$ cat src/rtl/xs3_to_bin_seq.sv
`default_nettype none
// ============================================================================
// Module   : xs3_to_bin_seq
// Brief    : Sequential excess-3 to binary decoder, MSD first, with
//            illegal-digit detection.
// Revision : 1.0 - initial release
// ============================================================================
module xs3_to_bin_seq #(
    parameter int DIGITS = 4,
    parameter int OUT_W  = 14
) (
    input  logic             clk,
    input  logic             rst_n,
    input  logic             start,
    input  logic [3:0]       inp,
    input  logic             in_valid,
    output logic             in_ready,
    output logic [OUT_W-1:0] op,
    output logic             op_valid,
    output logic             err,
    output logic             busy
);

    localparam int CNT_W = $clog2(DIGITS + 1);
    localparam logic [CNT_W-1:0] c_last_cnt = CNT_W'(DIGITS - 1);

    typedef enum logic [1:0] {
        S_IDLE  = 2'd0,
        S_ACCUM = 2'd1,
        S_DONE  = 2'd2
    } state_t;

    state_t             r_state;
    state_t             w_state_nxt;
    logic [OUT_W-1:0]   r_acc;
    logic [CNT_W-1:0]   r_cnt;
    logic [OUT_W-1:0]   r_op;
    logic               r_err;

    logic               w_start_ok;
    logic               w_take;
    logic               w_legal;
    logic               w_last;
    logic [3:0]         w_dig;
    logic [OUT_W-1:0]   w_acc_nxt;

    assign w_start_ok = (r_state == S_IDLE) && start;
    assign w_take     = (r_state == S_ACCUM) && in_valid;
    assign w_legal    = (inp >= 4'd3) && (inp <= 4'd12);
    assign w_last     = (r_cnt == c_last_cnt);
    assign w_dig      = inp - 4'd3;
    // acc*10 as shift-and-add, wrapping at OUT_W
    assign w_acc_nxt  = (r_acc << 3) + (r_acc << 1) + OUT_W'(w_dig);

    always_ff @(posedge clk or negedge rst_n) begin
        if (!rst_n) begin
            r_state <= S_IDLE;
        end else begin
            r_state <= w_state_nxt;
        end
    end

    always_comb begin
        w_state_nxt = r_state;
        case (r_state)
            S_IDLE: begin
                if (start) begin
                    w_state_nxt = S_ACCUM;
                end
            end
            S_ACCUM: begin
                if (w_take) begin
                    if (!w_legal) begin
                        w_state_nxt = S_IDLE;
                    end else if (w_last) begin
                        w_state_nxt = S_DONE;
                    end
                end
            end
            S_DONE: begin
                w_state_nxt = S_IDLE;
            end
            default: begin
                w_state_nxt = S_IDLE;
            end
        endcase
    end

    // op is loaded on the final accepting edge so it is already stable
    // during the DONE cycle that raises op_valid.
    always_ff @(posedge clk or negedge rst_n) begin
        if (!rst_n) begin
            r_acc <= '0;
            r_cnt <= '0;
            r_op  <= '0;
            r_err <= 1'b0;
        end else if (w_start_ok) begin
            r_acc <= '0;
            r_cnt <= '0;
            r_err <= 1'b0;
        end else if (w_take) begin
            if (!w_legal) begin
                r_err <= 1'b1;
            end else begin
                r_acc <= w_acc_nxt;
                r_cnt <= r_cnt + 1'b1;
                if (w_last) begin
                    r_op <= w_acc_nxt;
                end
            end
        end
    end

    assign in_ready = (r_state == S_ACCUM);
    assign busy     = (r_state != S_IDLE);
    assign op_valid = (r_state == S_DONE);
    assign op       = r_op;
    assign err      = r_err;

endmodule
`default_nettype wire

$ cat config.mk
export PLATFORM = sky130hd
export DESIGN_NAME = xs3_to_bin_seq
export DESIGN_NICKNAME = d
export VERILOG_FILES = /design/src/rtl/xs3_to_bin_seq.sv
export SDC_FILE = /design/constraint.sdc
export NUM_CORES = 1
export LEC_CHECK = 0
export CAP_MARGIN = 20
export CORE_UTILIZATION = 25
export DETAILED_ROUTE_END_ITERATION = 8
export REMOVE_ABC_BUFFERS = 1
export SETUP_SLACK_MARGIN = 0.5
export SLEW_MARGIN = 20
export SYNTH_ARGS = -nofsm -noshare
export SYNTH_HDL_FRONTEND = slang
export SYNTH_SLANG_ARGS = --single-unit
$ cat constraint.sdc
create_clock -name clk -period 2.95 [get_ports clk]
set_input_delay 0.59 -clock clk [delete_from_list [all_inputs] [get_ports clk]]
set_output_delay 0.59 -clock clk [all_outputs]
set_load 0.01 [all_outputs]
### Clock distribution

Bar = 20 um.
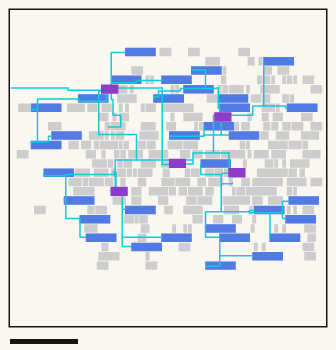
clock wires: marked cyan, length 561 um. clock-net drivers: marked purple, count 5. flip-flops: marked blue, count 33.
There are 6 routed clock nets.
insertion delay of the later-clocked pin in the worst-skew pair: 0.29 ns
post-route clock skew: 0.00384 ns
share of power burned in the clock network: 11.6%
reported clock group power: 0.000340 W

### Pin map

Pins as bars across the die edge, other pins in grey.
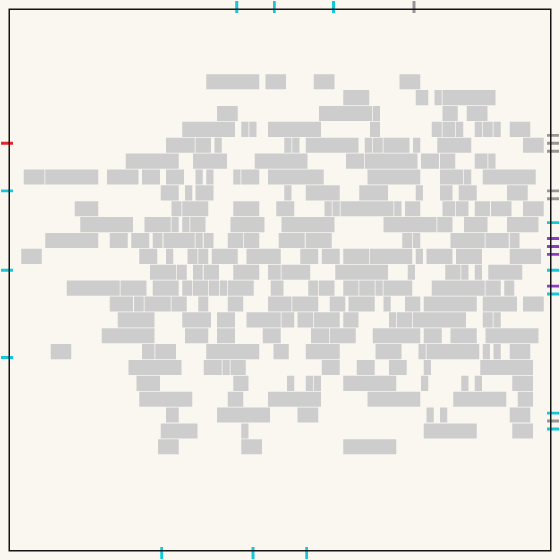
`op`: marked cyan, pins 14, direction output, edge 5 east, 3 west, 3 north, 3 south. `inp`: marked purple, pins 4, direction input, edge east. `clk`: marked red, pins 1, direction input, edge west.
All pins by edge: 15 east, 4 north, 4 west, 3 south.
I/O Buffers: 25
DIE WIDTH: 92.5 um
die y size: 92.5 um

==> run notes <==
Figures from the implementation reports.

- The startpoint of the most critical hold path is op[2]$_DFFE_PN0P_.
- Post-CTS repair changed the size of 37 cells.
- Dividing the detail-routed wire length by the instance count gives 14.2 um.
- The layout overhead on the synthesized area reads 36.3%.
- The buffers inserted during post-CTS setup optimization is 0.
- The startpoint of the lowest-slack register-to-register path is r_acc[0]$_DFFE_PN0P_.
- The dominant kind of cell is combinational gates.
- The tightest slew margin relative to the limit is 59.9%.
- Looking at the reg2reg group, the worst path ends at op[10]$_DFFE_PN0P_.
- The area of the multi-input gates reads 1350 um2.
- The hold path depth is 2.
- Net switching is 41.5% of the power.
- The number of placement rows is 32.
- The cell-internal power is 0.00172 W.
- The highest fanout seen on the critical path is 5.
- The global route total overflow reads 0.
- The count of nets left with antenna violations after detail routing reads 0.
- The slew at the pin with the worst max-slew slack is 0.602 ns.
- The data arrival time at the worst-slack endpoint is 3.02 ns.
- The number of non-clock inverters in the layout is 10.
- The launching element of the worst setup path reads inp[0].
- The dominant cell type by count on the critical path reads ha_4.
- The delay contributed by the slowest stage of the critical path reads 0.38 ns.
- The final design instance area without fill is 2790 um2.
- met1 track demand over resource after global routing is 16.0%.
- The starting density of the core reads 26.1%.
- The fraction of registers with async set/reset is 100%.
- The class of the worst hold path reads reg2reg.
- The clock drives 33 sinks.
- The area taken by sequential standard cells is reported as 826 um2.
- The number of top-level pins reads 26.
- The share of power burned in registers reads 26.0%.
- VDD sags by at most 0.000308 V.
- The run finished with clean final reports.
- The tree is rooted in a clkbuf_8.
- The length in cells of the worst reg-to-reg path reads 9.
- The signal on the critical path passes through buf_8, ha_4, xnor2_2, ha_1, ha_4, fa_2, a21o_1, a221oi_4, o21ai_0, xor2_1, mux2_2.
- The global routing report lists combined usage of all routing layers as 12.2%.
- The finished layout reports a core utilization of 35.6%.
- The power share of the combinational group reads 62.4%.
- The first global-routing pass estimated 8190 um of wire.
- The count of different cell masters after synthesis is 43.
- The number of slew-limit violations in the final report reads 0.
- The length of routed met3 wiring reads 236 um.
- The capturing element type of the critical path reads a register.
- The Yosys step of the flow raised 0 warnings.
- In this run the number of H-tree levels came out at 2.
- The met3 usage is 3.04%.
- The via count of the first global-routing pass reads 1730.
- The critical path class reads in2reg.
- The maximum clock frequency is 351 MHz.
- The post-layout period usage of the worst path reads 96.4%.
- Looking at the group totals, the largest power group turns out to be combinational cells.
- The timing report lists the critical path depth as 11 cells.
- The end of the worst hold path is op[2]$_DFFE_PN0P_.
- Per STA, the endpoint of the critical path is op[10]$_DFFE_PN0P_.
- There are 33 flip-flops and latches.
- The leakage power figure reads 1.34 nW.
- The post-synthesis mux area share is 1.10%.
- The clock-pin slew on the worst setup and hold paths reads 0.07 ns.
- The routed wire length is 4950 um.
-- Yosys cell counts, types with 2 or more instances --
cell type / n / area (um2)
dfrtp_1: 33 / 826
nand2_1: 31 / 116
ha_1: 26 / 325
a22o_1: 11 / 96.3
inv_1: 10 / 37.5
a21oi_1: 9 / 45.0
nor2_1: 9 / 33.8
o21ai_0: 9 / 45.0
xnor2_1: 7 / 61.3
a21o_1: 6 / 45.0
a31o_2: 3 / 26.3
nand3_1: 3 / 15.0
nand4_1: 3 / 18.8
xor2_1: 3 / 26.3
a31oi_1: 2 / 12.5
and2_1: 2 / 12.5
and4_1: 2 / 17.5
buf_2: 2 / 10.0
fa_1: 2 / 40.0
mux2_2: 2 / 22.5
nor2b_1: 2 / 12.5
o211ai_1: 2 / 15.0
or3_1: 2 / 12.5
No activity file was given, so power comes from the tool's default toggle rates.
